--- src/rtl/piso_serializer_pkg.sv ---
// Shared types and sizing helpers for the PISO serializer.
package piso_serializer_pkg;

    typedef enum logic {
        ST_IDLE  = 1'b0,
        ST_SHIFT = 1'b1
    } state_e;

    localparam bit LSB_FIRST_DEFAULT = 1'b1;

    function automatic int cnt_width(input int n);
        return (n <= 2) ? 1 : $clog2(n);
    endfunction

endpackage

--- src/rtl/piso_hold_buf.sv ---
// Single-entry holding register; a load in the same cycle as an unload refills it.
module piso_hold_buf #(
    parameter int N = 4
) (
    input  logic         clk,
    input  logic         rst,
    input  logic         load_in,
    input  logic         unload_in,
    input  logic [N-1:0] data_in,
    output logic [N-1:0] data_out,
    output logic         full_out
);

    logic [N-1:0] hold_q, hold_d;
    logic         full_q, full_d;

    always_comb begin
        hold_d = hold_q;
        full_d = full_q;
        if (unload_in) full_d = 1'b0;
        if (load_in) begin
            hold_d = data_in;
            full_d = 1'b1;
        end
    end

    always_ff @(posedge clk or posedge rst) begin
        if (rst) begin
            hold_q <= '0;
            full_q <= 1'b0;
        end else begin
            hold_q <= hold_d;
            full_q <= full_d;
        end
    end

    assign data_out = hold_q;
    assign full_out = full_q;

endmodule

--- src/rtl/piso_serializer.sv ---
// Parallel-in serial-out converter with a one-word holding buffer for gapless streaming.
module piso_serializer
    import piso_serializer_pkg::*;
#(
    parameter int N         = 4,
    parameter bit LSB_FIRST = LSB_FIRST_DEFAULT
) (
    input  logic         clk,
    input  logic         reset_ah_in,
    input  logic [N-1:0] data_in,
    input  logic         load_valid_in,
    output logic         load_ready_out,
    input  logic         shift_en_in,
    output logic         q_out,
    output logic         q_valid_out,
    output logic         first_bit_out,
    output logic         word_done_out
);

    localparam int            CW       = cnt_width(N);
    localparam logic [CW-1:0] CNT_LAST = CW'(N - 1);

    state_e          state_q, state_d;
    logic [N-1:0]    sh_q, sh_d;
    logic [CW-1:0]   cnt_q, cnt_d;

    logic            hold_full, hold_load, hold_unload;
    logic [N-1:0]    hold_data;
    logic            accept, last_edge;

    assign load_ready_out = ~hold_full;
    assign accept         = load_valid_in & ~hold_full;
    assign last_edge      = (state_q == ST_SHIFT) & shift_en_in & (cnt_q == CNT_LAST);

    always_comb begin
        state_d     = state_q;
        sh_d        = sh_q;
        cnt_d       = cnt_q;
        hold_load   = 1'b0;
        hold_unload = 1'b0;
        case (state_q)
            ST_IDLE: begin
                if (accept) begin
                    sh_d    = data_in;
                    cnt_d   = '0;
                    state_d = ST_SHIFT;
                end
            end
            ST_SHIFT: begin
                // A word arriving on a last-bit edge with an empty hold bypasses it.
                hold_load = accept & ~(last_edge & ~hold_full);
                if (shift_en_in && cnt_q != CNT_LAST) begin
                    cnt_d = cnt_q + CW'(1);
                    sh_d  = LSB_FIRST ? (sh_q >> 1) : (sh_q << 1);
                end else if (last_edge) begin
                    cnt_d = '0;
                    if (hold_full) begin
                        sh_d        = hold_data;
                        hold_unload = 1'b1;
                    end else if (accept) begin
                        sh_d = data_in;
                    end else begin
                        state_d = ST_IDLE;
                    end
                end
            end
            default: state_d = ST_IDLE;
        endcase
    end

    always_ff @(posedge clk or posedge reset_ah_in) begin
        if (reset_ah_in) begin
            state_q <= ST_IDLE;
            sh_q    <= '0;
            cnt_q   <= '0;
        end else begin
            state_q <= state_d;
            sh_q    <= sh_d;
            cnt_q   <= cnt_d;
        end
    end

    piso_hold_buf #(.N(N)) u_hold (
        .clk       (clk),
        .rst       (reset_ah_in),
        .load_in   (hold_load),
        .unload_in (hold_unload),
        .data_in   (data_in),
        .data_out  (hold_data),
        .full_out  (hold_full)
    );

    assign q_valid_out   = (state_q == ST_SHIFT);
    assign q_out         = q_valid_out & (LSB_FIRST ? sh_q[0] : sh_q[N-1]);
    assign first_bit_out = q_valid_out & (cnt_q == '0);
    assign word_done_out = last_edge;

endmodule

--- config.mk ---
export PLATFORM = sky130hd
export DESIGN_NAME = piso_serializer
export DESIGN_NICKNAME = d
export VERILOG_FILES = /design/src/rtl/piso_serializer_pkg.sv /design/src/rtl/piso_hold_buf.sv /design/src/rtl/piso_serializer.sv
export SDC_FILE = /design/constraint.sdc
export NUM_CORES = 1
export LEC_CHECK = 0
export CORE_UTILIZATION = 35
export CTS_CLUSTER_SIZE = 16
export DETAILED_ROUTE_END_ITERATION = 6
export DONT_BUFFER_PORTS = 1
export PLACE_DENSITY = 0.5
export SETUP_SLACK_MARGIN = 0.2
export SLEW_MARGIN = 30
export SYNTH_ARGS = -nofsm -noshare
export SYNTH_HDL_FRONTEND = slang
export SYNTH_SLANG_ARGS = --single-unit
--- constraint.sdc ---
create_clock -name clk -period 2.28 [get_ports clk]
set_clock_uncertainty 0.05 [all_clocks]
set_input_delay 0.456 -clock clk [delete_from_list [all_inputs] [get_ports clk]]
set_output_delay 0.456 -clock clk [all_outputs]
set_load 0.02 [all_outputs]
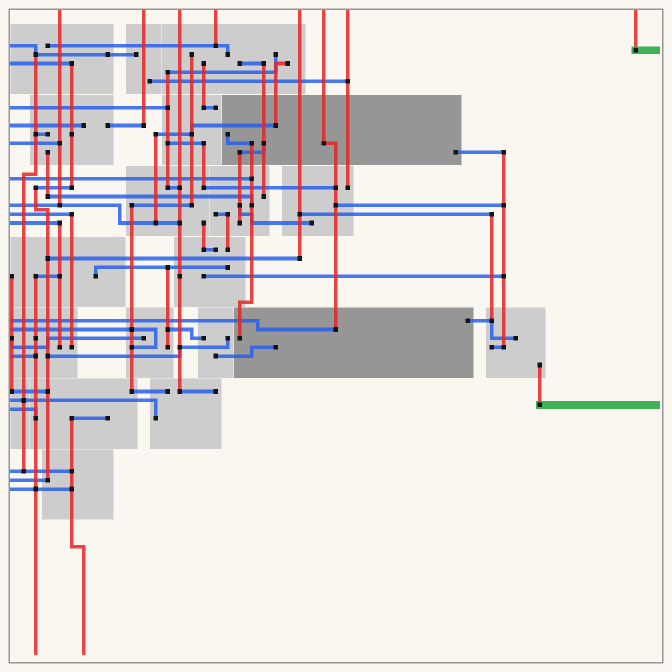
(run_1/closeup.png)
Region (25, 0) to (50, 25) µm. Cells in gray, sequential cells in the stronger gray; small squares are vias.
layer	color
M1	blue
M3	green
M2	red
most frequent	a211oi_1 (2), dfrtp_1 (2)
netlist names of flops here include	`q_valid_out` (1), `sh_q` (1)
sequential cells in the window	2
cells with their middle in the window	19

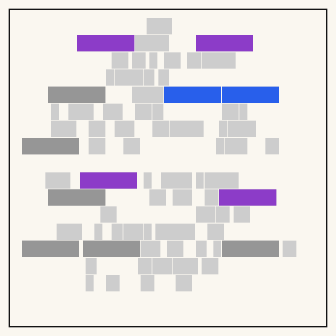
(run_1/ff_map.png)
Other sequential cells in the stronger gray, the rest of the logic in the fainter gray.
signal	color	flops
`sh_q`	purple	4
`cnt_q`	blue	2
not colored	6
Reg area: 300 µm²
sequential cell area share: 35.4%
final core utilization: 38.7%
sequential power: 0.000447 W

==> out/summary.txt, run 1 <==
post-route cell area: 848 µm²
Remaining DRCs: 0
placed cell area: 810 µm²
post-synth top area cell: dfrtp_1
sequential area share after synthesis: 37.0%
die footprint: 0.00252 mm²
Commonest flop: dfrtp_1
Syn Area/Cell: 10.4 µm²
Synth Cell Area: 812 µm²
Cells after Synth: 78
CTS buffer count: 3
total track usage: 15.4%
DP Cell Count: 101
Leak: 0.355 nW
clk latency late pin: 270 ps
Die Wd: 50.2 µm
Logic cell area: 447 µm²
Filler Cell Count: 230
Die H: 50.2 µm
largest net degree at the start of global routing: 16
PwrDens: 1230 mW/mm²
DRT iter0 DRCs: 11
clock-pin slew on the worst setup and hold paths: 80 ps
Post-Route Setup TNS: 0 ps
Max Slew Vio Count: 0
Area Overhead vs Synth: 4.47%
number of enable flip-flop cells: 0
Least-Margin Pin Slew: 563 ps
global route hottest layer: met2
outcome: finished, final reports clean
Port Buf Inserts: 0
total of max-cap violations: 0
wire per inst: 15.9 µm
GP Congestion: 0.753
kind of end point of the critical path: output port
min Tclk post-route: 1900 ps
1st-pass router iterations: 4
Final Hold Vio Count: 0
Setup Crit Path Kind: register to output port
Dominant cell area share: 37.0%
I/O Pins: 13
number of global-route vias before repair: 619
Synth Register Bits: 12
Routed Antenna Nets: 0
Max VDD drop: 0.000553 V
worst path cell trace: ha_2 > and3_1
Synth Net Count: 88
ys cells: 78
share of cells above drive strength 1: 19.5%
number of antenna violations at the first check in global routing: 0
HP Class: input pin to asynchronous set/reset pin
core area: 0.00219 mm²
OpenROAD warnings: 27
CTS tree: yes
Ys Warns: 0
Post-Layout Cell Count: 105
postcts setup bufs: 0
unrepaired setup endpoints after global routing: false
critical path peak fanout: 12
grt ovf: 0
H-tree levels: 1
Rel. slew slack: 62.5%
Max Clk Rate: 525 MHz
CP max stage delay: 410 ps
# diodes: 0
DP HPWL: 1.24 mm
Arr. time, crit path: 1400 ps
endpoints failing setup: 0
yosys stat area: 812 µm²
Main area contributors: dfrtp_1, a2111oi_2, mux2_1, o2111ai_1, ha_1
met3 Use GR: 2.12%
first-pass GRT wire length: 2.97 mm
routing usage on met2: 24.9%
met1 global-route usage: 20.7%
part of the cycle the worst path needs: 83.5%
Async S/R FF share, synth: 100%
Startpoint Class: register
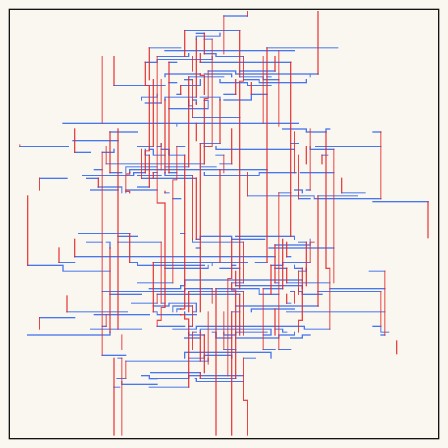
(run_1/layers.png)
Two of the layers only.
layer	color	wire length
M2	red	788 µm
M1	blue	830 µm

## run 1: cells by family after synthesis
logic type / Yosys count / synth area share, %
AND-OR/OR-AND: 18 / 19.4
adder cells (fa/ha/maj): 2 / 3.08
buffers and inverters: 12 / 8.32
flip-flops: 12 / 37.0
multiplexers: 5 / 6.78
AND/OR/NAND/NOR: 29 / 25.4
## run 1: per-stage QoR
| stage | setup WS, ps | power [W] |
|---|---|---|
| after CTS | 203 | 0.00105 |
| after floorplan | 671 | 0.000806 |
| after detailed placement | 503 | 0.000880 |
| after global placement | 526 | 0.000872 |
| after global routing | 298 | 0.00113 |
| final | 376 | 0.00104 |
## run 1: per-layer routing
layer	share of wire (%)	routed length, µm	up-vias
met5	0	0	-
met4	0.78	13	0
met3	2.3	38	2
met2	47	788	8
met1	50	829	286
li1	-	-	283
## run 1: worst max-delay path: cells and delay by family (launching register included)
family	cells	cell delay [ps]
fa+ha+maj	1	380
flops	1	410
simple gates	1	350
## run 1: final cells by class
type,instances,area share [%]
Sequential cell,12,35.4
Clock buffer,4,4.28
Tap cell,28,4.13
Multi-Input combinational cell,54,52.7
Inverter,6,2.65
Timing Repair Buffer,1,0.885
## run 1: synthesized netlist by cell type (all sizes together), types with 3 or more instances
cell type	number
dfrtp	12
o2111ai	3
nand3	5
nor2b	5
nand2	6
nand3b	3
buf	5
inv	6
mux2	4
a2111oi	3
## run 1: flip-flops by register name, indices dropped and copies added, names as in the netlist
| signal | count |
|---|---|
| sh_q | 4 |
| u_hold.full_out | 1 |
| q_valid_out | 1 |
| u_hold.data_out | 4 |
| cnt_q | 2 |
## run 1: repair_timing
| action | in CTS | in global routing |
|---|---|---|
| hold buffers | 0 | 0 |
| setup endpoints to repair | 0 | 1 |
| resized | 0 | 1 |
## run 1: where the power goes
group / internal, W / switching, W
sequential: 0.000314 / 0.000133
combinational: 0.000192 / 0.000234
clock: 0.0000970 / 0.0000720
## run 1: worst paths after layout
| check | start | endpoint | slack [ps] | depth (start not counted) |
|---|---|---|---|---|
| worst max-delay path | cnt_q[1] | word_done_out | 380 | 2 |
| min in group clk | data_in[0] | u_hold.data_out[0] | 260 | 1 |
| worst min register to register | u_hold.data_out[1] | u_hold.data_out[1] | 440 | 1 |
| worst max register to register | cnt_q[1] | sh_q[2] | 730 | 4 |
| max in group asynchronous | reset_ah_in | sh_q[2] | 1800 | 1 |
| worst min-delay path | reset_ah_in | u_hold.data_out[2] | 30 | 1 |
## run 1: cells in the final DEF, fill, tap and decap left out, types with 2 or more instances in the layout
master | Yosys | final
clkbuf_4 | 0 | 3
nand3b_1 | 3 | 3
inv_1 | 6 | 6
nand2_1 | 5 | 5
dfrtp_1 | 12 | 12
mux2_1 | 4 | 4
nand2b_1 | 2 | 2
nor2b_1 | 3 | 3
o211ai_1 | 2 | 2
and2_1 | 2 | 2
o2111ai_1 | 3 | 3
o21ai_0 | 2 | 2
a211oi_1 | 2 | 2
a2111oi_2 | 3 | 3
nand3_1 | 4 | 4
==> run_1/congestion_map.png <==
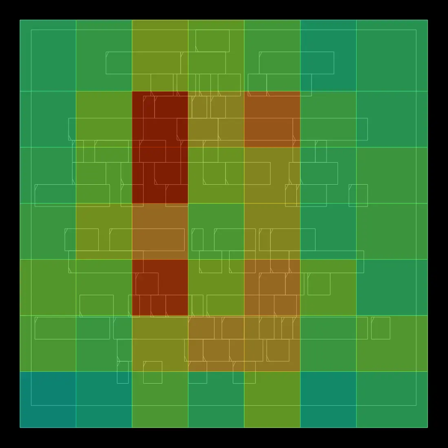

==> inputs of run 2 (changes only) <==
--- a/config.mk
+++ b/config.mk
@@ -9,7 +9,7 @@
 export CTS_CLUSTER_SIZE = 16
 export DETAILED_ROUTE_END_ITERATION = 6
 export DONT_BUFFER_PORTS = 1
-export PLACE_DENSITY = 0.5
+export PLACE_DENSITY = 0.52
 export SETUP_SLACK_MARGIN = 0.2
 export SLEW_MARGIN = 30
 export SYNTH_ARGS = -nofsm -noshare
==> constraint.sdc (replaced) <==
create_clock -name clk -period 1.72 [get_ports clk]
set_clock_uncertainty 0.05 [all_clocks]
set_input_delay 0.344 -clock clk [delete_from_list [all_inputs] [get_ports clk]]
set_output_delay 0.344 -clock clk [all_outputs]
set_load 0.02 [all_outputs]
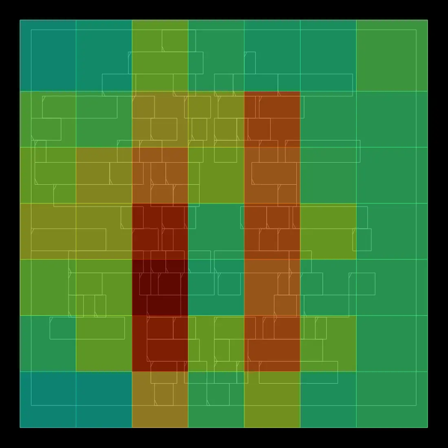
(run_2/congestion_map.png)
global route hottest layer: met2
met1 global-route usage: 21.7%
routing usage on met2: 25.6%
total track usage: 16.4%

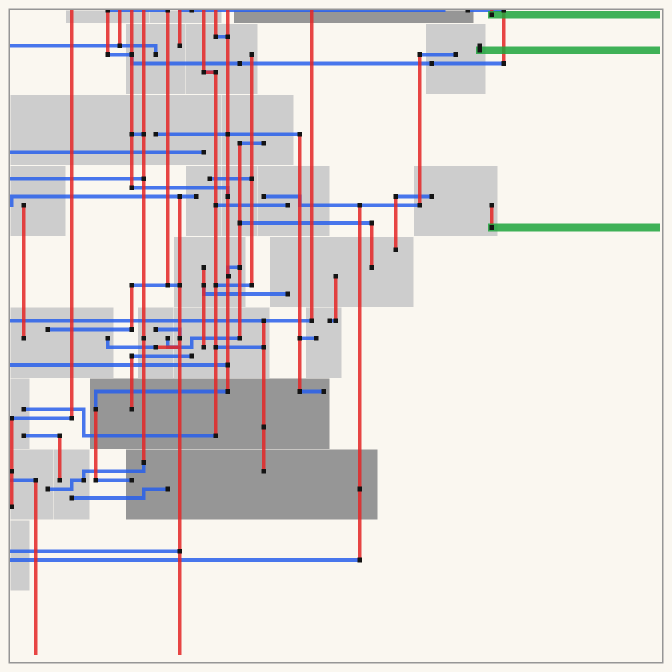
(run_2/closeup.png)
Region (25, 0) to (50, 25) µm. Cells in gray, sequential cells in the stronger gray; small squares are vias.
layer	color
M2	red
M3	green
M1	blue
most frequent	buf_4 (3), inv_1 (2), nand2_1 (2)
cells with their middle in the window	20
sequential cells in the window	2
netlist names of flops here include	`cnt_q` (1), `q_valid_out` (1)

==> run 2 against run 1 <==
Compared with the run above: sequential share of layout area decreased by 2.5 points; global-route usage increased by 0.96 points; critical path depth unchanged; largest cell class unchanged.
==> out/summary.txt, run 2 <==
I/O Pins: 13 (unchanged)
Filler Cell Count: 222 (-3.5%)
Routed Antenna Nets: 0 (unchanged)
Ys Warns: 0 (unchanged)
Synth Register Bits: 12 (unchanged)
most numerous logic cell after layout: dfrtp_1
Final Worst Setup Slack: 201 ps (-176 ps)
Max Clk Rate: 658 MHz
CTS buffer count: 3 (unchanged)
DP HPWL: 1.25 mm (+0.54%)
part of the cycle the worst path needs: 88.3%
first-pass GRT wire length: 2.99 mm (+0.91%)
Max Slew Vio Count: 0 (unchanged)
Arr. time, crit path: 1130 ps (-270 ps)
Synth Cell Area: 812 µm² (unchanged)
Die Wd: 50.2 µm (unchanged)
kind of end point of the critical path: output port
number of global-route vias before repair: 627 (+1.3%)
Reg area: 303 µm² (+0.83%)
nets: 96
sw frac: 41.9% (-0.19 points)
OpenROAD warnings: 29 (+7.4%)
Least-Margin Pin Slew: 483 ps (-80.5 ps)
outcome: finished, final reports clean
Async S/R FF share, synth: 100% (unchanged)
min-delay src: data_in[3]
Synth Net Count: 88 (unchanged)
uppermost layer routed: met4
Critical Path RT: 1330 ps
leading cell types in the layout, fill and taps excluded: dfrtp_1, buf_4, nand2_1, inv_1
PwrDens: 1630 mW/mm² (+33%)
GP Congestion: 0.811 (+7.8%)
wire length on met1: 897 µm (+8.2%)
Synth top cell by count: dfrtp_1
Final Hold Vio Count: 0 (unchanged)
num rows: 17
Place WS: 180 ps (-323 ps)
overall via count from detail_route: 610
core area: 0.00219 mm² (unchanged)
largest net degree at the start of global routing: 13 (-3)
Worst Setup SP: cnt_q[1]
initial core utilization: 37.1%
critical path peak fanout: 6 (-6)
Post-Layout Cell Count: 112 (+6.7%)
min Tclk post-route: 1520 ps
Max VDD drop: 0.000786 V (+42%)
Logic cell area: 467 µm² (+4.5%)
H-tree levels: 1 (unchanged)
endpoints failing setup: 0 (unchanged)
Syn Area/Cell: 10.4 µm² (unchanged)
Post-Route Setup TNS: 0 ps (unchanged)
total of max-cap violations: 0 (unchanged)
die footprint: 0.00252 mm² (unchanged)
routed wl met3: 64 µm (+68%)
share of cells above drive strength 1: 32.1% (+13 points)
sw power: 0.000628 W (+43%)
sequential area share after synthesis: 37.0% (unchanged)
1st-pass router iterations: 4 (unchanged)
Int Power: 0.000871 W (+44%)
grt ovf: 0 (unchanged)
Dominant cell area share: 37.0% (unchanged)
clk latency late pin: 270 ps (about the same)
ys cells: 78 (unchanged)
met2 wire len: 814 µm (+3.3%)
Commonest flop: dfrtp_1
Cells after Synth: 78 (unchanged)
Die H: 50.2 µm (unchanged)
Root Buffer: clkbuf_4
yosys stat area: 812 µm² (unchanged)
wire per inst: 16.0 µm (+0.71%)
number of enable flip-flop cells: 0 (unchanged)
Clock Power Share: 11.8% (-4.4 points)
Leak: 0.383 nW (+8.1%)
clk sinks: 12
Main area contributors: dfrtp_1, a2111oi_2, mux2_1, o2111ai_1, ha_1
HP Class: input pin to register
unrepaired setup endpoints after global routing: true
top cells by count: dfrtp_1, inv_1, nand2_1, mux2_1, nand3_1
post-synth top area cell: dfrtp_1
CTS tree: yes
Reg power frac: 37.7% (-5.2 points)
CTS Buffer Depth: 2
RR Startpoint: cnt_q[1]
DP Cell Count: 103 (+2.0%)
Area Overhead vs Synth: 13.3%
Rel. slew slack: 67.8% (+5.3 points)
Port Buf Inserts: 0 (unchanged)
clock-pin slew on the worst setup and hold paths: 80 ps (about the same)
number of antenna violations at the first check in global routing: 0 (unchanged)
final core utilization: 42.0% (+3.3 points)
# diodes: 0 (unchanged)
DRT iter0 DRCs: 13 (+2)
Cell Type Count: 36
Startpoint Class: register
final wirelength: 1.79 mm
Comb pwr share: 50.5% (+9.6 points)
Setup Crit Path Kind: register to output port
Hold Slack: 153 ps
vias per cell: 5.45
Remaining DRCs: 0 (unchanged)
-- run 2: cell counts after synthesis --
Identical to the previous run, type by type.
-- run 2: layout make-up --
class / instances / share of cell area (%)
tap: 28 / 3.81
timing repair buffer: 9 / 7.62
multi-input combinational: 54 / 50.7
sequential: 12 / 32.9
inverter: 6 / 2.45
clock buffer: 3 / 2.45
-- run 2: logic make-up after synthesis --
| logic type | count (synthesis) | share of synthesized area (%) |
|---|---|---|
| adders and majority gates | 2 | 3.08 |
| AOI/OAI and AO/OA | 18 | 19.4 |
| buffers and inverters | 12 | 8.32 |
| muxes | 5 | 6.78 |
| and+or+nand+nor | 29 | 25.4 |
| DFF | 12 | 37.0 |
-- run 2: power by group through the flow --
stage / combinational, W / sequential [W] / clock [W]
5_1_grt: 0.000834 / 0.000586 / 0.000195
3_3_place_gp: 0.000586 / 0.000597 / 0
4_1_cts: 0.000741 / 0.000562 / 0.000183
2_1_floorplan: 0.000562 / 0.000507 / 0
3_5_place_dp: 0.000593 / 0.000597 / 0
6_report: 0.000757 / 0.000566 / 0.000177
-- run 2: worst paths after layout --
path,end,slack [ps],depth (start not counted)
setup / recovery,word_done_out,200,2
hold / removal,u_hold.data_out[3],150,1
setup reg to reg,sh_q[1],240,5
hold reg to reg,u_hold.data_out[2],440,1
max in group asynchronous,cnt_q[0],790,2
min in group asynchronous,u_hold.data_out[3],470,2
-- run 2: routing by layer --
metal,track usage (%),vias to the layer above
met5,0,-
met1,21.7,302
li1,-,294
met3,2.42,2
met2,25.6,12
met4,8.57,0
-- run 2: through the flow --
stage / total power (W) / area, µm²
after CTS: 0.00149 / 910
final: 0.00150 / 920
after global placement: 0.00118 / 825
after detailed placement: 0.00119 / 825
after global routing: 0.00161 / 920
after floorplan: 0.00107 / 812
-- run 2: repair_timing --
action | CTS | global route
resized | 8 | 2
endpoints found under the hold margin | 12 | 0
hold buffers | 1 | 0
endpoints found under the setup margin | 9 | 2
pin swaps | 0 | 2
buffers inserted | 4 | 1
-- run 2: worst max-delay path: stages (launching register included) --
cell     delay [ps]
dfrtp_1         420
ha_4            200
and3_4          230
==> run_2/ff_map.png <==
Other sequential cells in the stronger gray, the rest of the logic in the fainter gray.
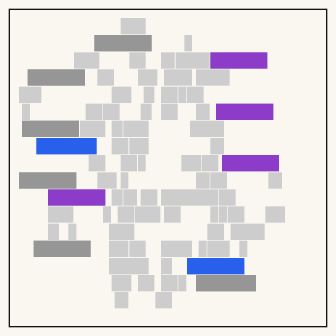

==> inputs of run 3 (changes only) <==
--- a/config.mk
+++ b/config.mk
@@ -5,11 +5,12 @@
 export SDC_FILE = /design/constraint.sdc
 export NUM_CORES = 1
 export LEC_CHECK = 0
+export CORE_MARGIN = 2
 export CORE_UTILIZATION = 35
 export CTS_CLUSTER_SIZE = 16
 export DETAILED_ROUTE_END_ITERATION = 6
 export DONT_BUFFER_PORTS = 1
-export PLACE_DENSITY = 0.52
+export PLACE_DENSITY = 0.5
 export SETUP_SLACK_MARGIN = 0.2
 export SLEW_MARGIN = 30
 export SYNTH_ARGS = -nofsm -noshare
==> constraint.sdc (replaced) <==
create_clock -name clk -period 1.9 [get_ports clk]
set_clock_uncertainty 0.05 [all_clocks]
set_input_delay 0.38 -clock clk [delete_from_list [all_inputs] [get_ports clk]]
set_output_delay 0.38 -clock clk [all_outputs]
set_load 0.02 [all_outputs]
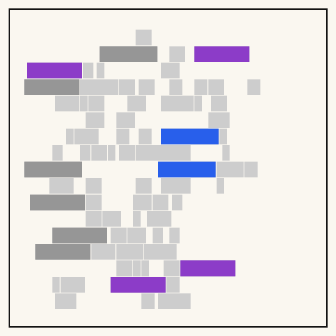
(run_3/ff_map.png)
Other sequential cells in the stronger gray, the rest of the logic in the fainter gray.
signal	color	flops
`cnt_q`	blue	2
`sh_q`	purple	4
Reg area: 305 µm²
sequential cell area share: 35.2%
sequential power: 0.000552 W
final core utilization: 39.3%

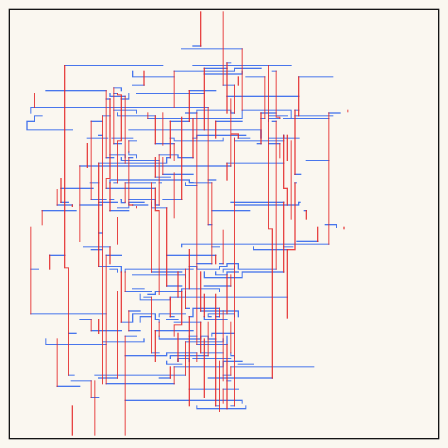
(run_3/layers.png)
Two of the layers only.
layer	color	wire length
M2	red	773 µm
M1	blue	738 µm
overall via count from detail_route: 586
final wirelength: 1.62 mm
total track usage: 14.1%
wire per inst: 15.3 µm

==> run 3 against run 2 <==
Compared with the run above: count of clock-buffer cells in the layout unchanged; wire length decreased by 9.5%; first-iteration DRC count decreased by 15%; critical endpoint unchanged; register-to-register slack improved by 220 ps; sequential power decreased by 2%; sequential share of layout area increased by 2.2 points; die size increased by 8.1%; clock power decreased by about 10%; largest cell class unchanged; synthesized cell count unchanged; setup slack improved by 58 ps; core utilization decreased by 2.7 points.
==> out/summary.txt, run 3 <==
outcome: finished, final reports clean
CTS tree: yes
Critical Path RT: 1470 ps (+140 ps)
CP max stage delay: 410 ps (about the same)
HP Class: input pin to register
Rel. slew slack: 68.7% (+0.90 points)
DP Cell Count: 102 (-0.97%)
post-synth top area cell: dfrtp_1
num rows: 17 (unchanged)
clk latency late pin: 270 ps (about the same)
number of enable flip-flop cells: 0 (unchanged)
Routed Antenna Nets: 0 (unchanged)
critical path peak fanout: 12 (+6)
Leak: 0.353 nW (-7.9%)
Comb pwr share: 43.1% (-7.4 points)
Port Buf Inserts: 0 (unchanged)
hold path cells: 1 (unchanged)
Root Buffer: clkbuf_4
first-pass GRT wire length: 2.80 mm (-6.4%)
Ys Warns: 0 (unchanged)
Reg2Reg Depth: 4 (-1)
Reg power frac: 44.3% (+6.6 points)
clk sinks: 12 (unchanged)
Cell Type Count: 36 (unchanged)
Die Wd: 52.2 µm (+4.0%)
Filler Cell Count: 230 (+3.6%)
Synth Net Count: 88 (unchanged)
1st-pass router iterations: 4 (unchanged)
GP Congestion: 0.711 (-12%)
initial core utilization: 36.7% (-0.36 points)
ys cells: 78 (unchanged)
number of antenna violations at the first check in global routing: 0 (unchanged)
number of global-route vias before repair: 629 (+0.32%)
Commonest flop: dfrtp_1
Max Slew Vio Count: 0 (unchanged)
Worst path slowest cell: dfrtp_2
top cells by count: dfrtp_1, inv_1, nand2_1, mux2_1, nand3_1
part of the cycle the worst path needs: 86.4%
core area: 0.00221 mm² (+0.97%)
crit-path leading delay family: flip-flops
H-tree levels: 1 (unchanged)
worst path cell trace: ha_4 > and3_2
Clock Power Share: 12.7% (+0.9 points)
Max VDD drop: 0.000662 V (-16%)
# diodes: 0 (unchanged)
largest net degree at the start of global routing: 16 (+3)
Final Hold Vio Count: 0 (unchanged)
share of cells above drive strength 1: 25.6% (-6.5 points)
vias per cell: 5.53 (+1.5%)
clock-pin slew on the worst setup and hold paths: 80 ps (about the same)
Die H: 52.2 µm (+4.0%)
PwrDens: 1440 mW/mm² (-12%)
Dominant cell area share: 37.0% (unchanged)
sw power: 0.000532 W (-15%)
OpenROAD warnings: 27 (-6.9%)
yosys stat area: 812 µm² (unchanged)
Arr. time, crit path: 1210 ps (+80 ps)
die footprint: 0.00272 mm² (+8.1%)
grt ovf: 0 (unchanged)
Main area contributors: dfrtp_1, a2111oi_2, mux2_1, o2111ai_1, ha_1
Syn Area/Cell: 10.4 µm² (unchanged)
Startpoint Class: register
min Tclk post-route: 1640 ps
Synth top cell by count: dfrtp_1
Synth Register Bits: 12 (unchanged)
unrepaired setup endpoints after global routing: false
Async S/R FF share, synth: 100% (unchanged)
total of max-cap violations: 0 (unchanged)
Crit path depth: 2 (unchanged)
DP HPWL: 1.19 mm (-4.1%)
Cells after Synth: 78 (unchanged)
Post-Layout Cell Count: 106 (-5.4%)
sw frac: 42.7% (+0.80 points)
worst path buffer plus inverter count: 0 (unchanged)
Area Overhead vs Synth: 6.93%
nets: 90 (-6.3%)
Max Clk Rate: 609 MHz
Logic cell area: 458 µm² (-1.9%)
[run 3: cell counts after synthesis]
No cell type changed its count.
[run 3: logic make-up (layout without fill, tap and decap cells)]
logic type	after synthesis	in the layout	synth area share [%]
muxes	5	5	6.78
AOI/OAI and AO/OA	18	18	19.4
DFF	12	12	37.0
buffers and inverters	12	12	8.32
and+or+nand+nor	29	29	25.4
adders and majority gates	2	2	3.08
[run 3: path summary, 6_finish.rpt]
kind                               startpoint  slack, ps                 end
setup / recovery                     cnt_q[1]        260       word_done_out
hold / removal                     data_in[0]        190  u_hold.data_out[0]
setup reg to reg                  q_valid_out        460             sh_q[2]
hold reg to reg            u_hold.data_out[0]        440  u_hold.data_out[0]
max in group asynchronous         reset_ah_in        940            cnt_q[0]
min in group asynchronous         reset_ah_in        510  u_hold.data_out[3]
[run 3: layout make-up]
type                    count  area share (%)
multi-input cells          54            52.7
flip-flops and latches     12            35.2
well taps                  28            4.03
repair buffers              3            2.88
clock buffers               3            2.59
inverters                   6            2.59
[run 3: per-layer routing]
layer	up-vias	routed length (µm)	global-route usage [%]
met2	14	772	23.4
met5	-	0	0
met1	281	737	17.4
met4	0	3	5.13
li1	289	-	-
met3	2	110	4.02
[run 3: power groups by stage]
stage / clock [W] / combinational (W) / sequential [W]
floorplan: 0 / 0.000509 / 0.000459
global placement: 0 / 0.000527 / 0.000536
detailed placement: 0 / 0.000528 / 0.000541
CTS: 0.000163 / 0.000546 / 0.000542
global route: 0.000177 / 0.000607 / 0.000579
finish: 0.000158 / 0.000537 / 0.000552
[run 3: what timing repair did]
action,CTS,global route
endpoints found under the setup margin,1,4
hold endpoints to repair,12,0
pin swaps,0,1
gates cloned,0,0
hold buffers,1,0
gates resized,3,4
setup buffers,0,0
[run 3: through the flow]
step / setup slack, ps / hold slack, ps / cell area, µm²
finish: 259 / 191 / 868
global route: 202 / 185 / 868
CTS: 208 / 186 / 863
detailed placement: 221 / 270 / 817
global placement: 238 / 264 / 817
floorplan: 367 / 195 / 812
Power and IR drop assume default switching activity.
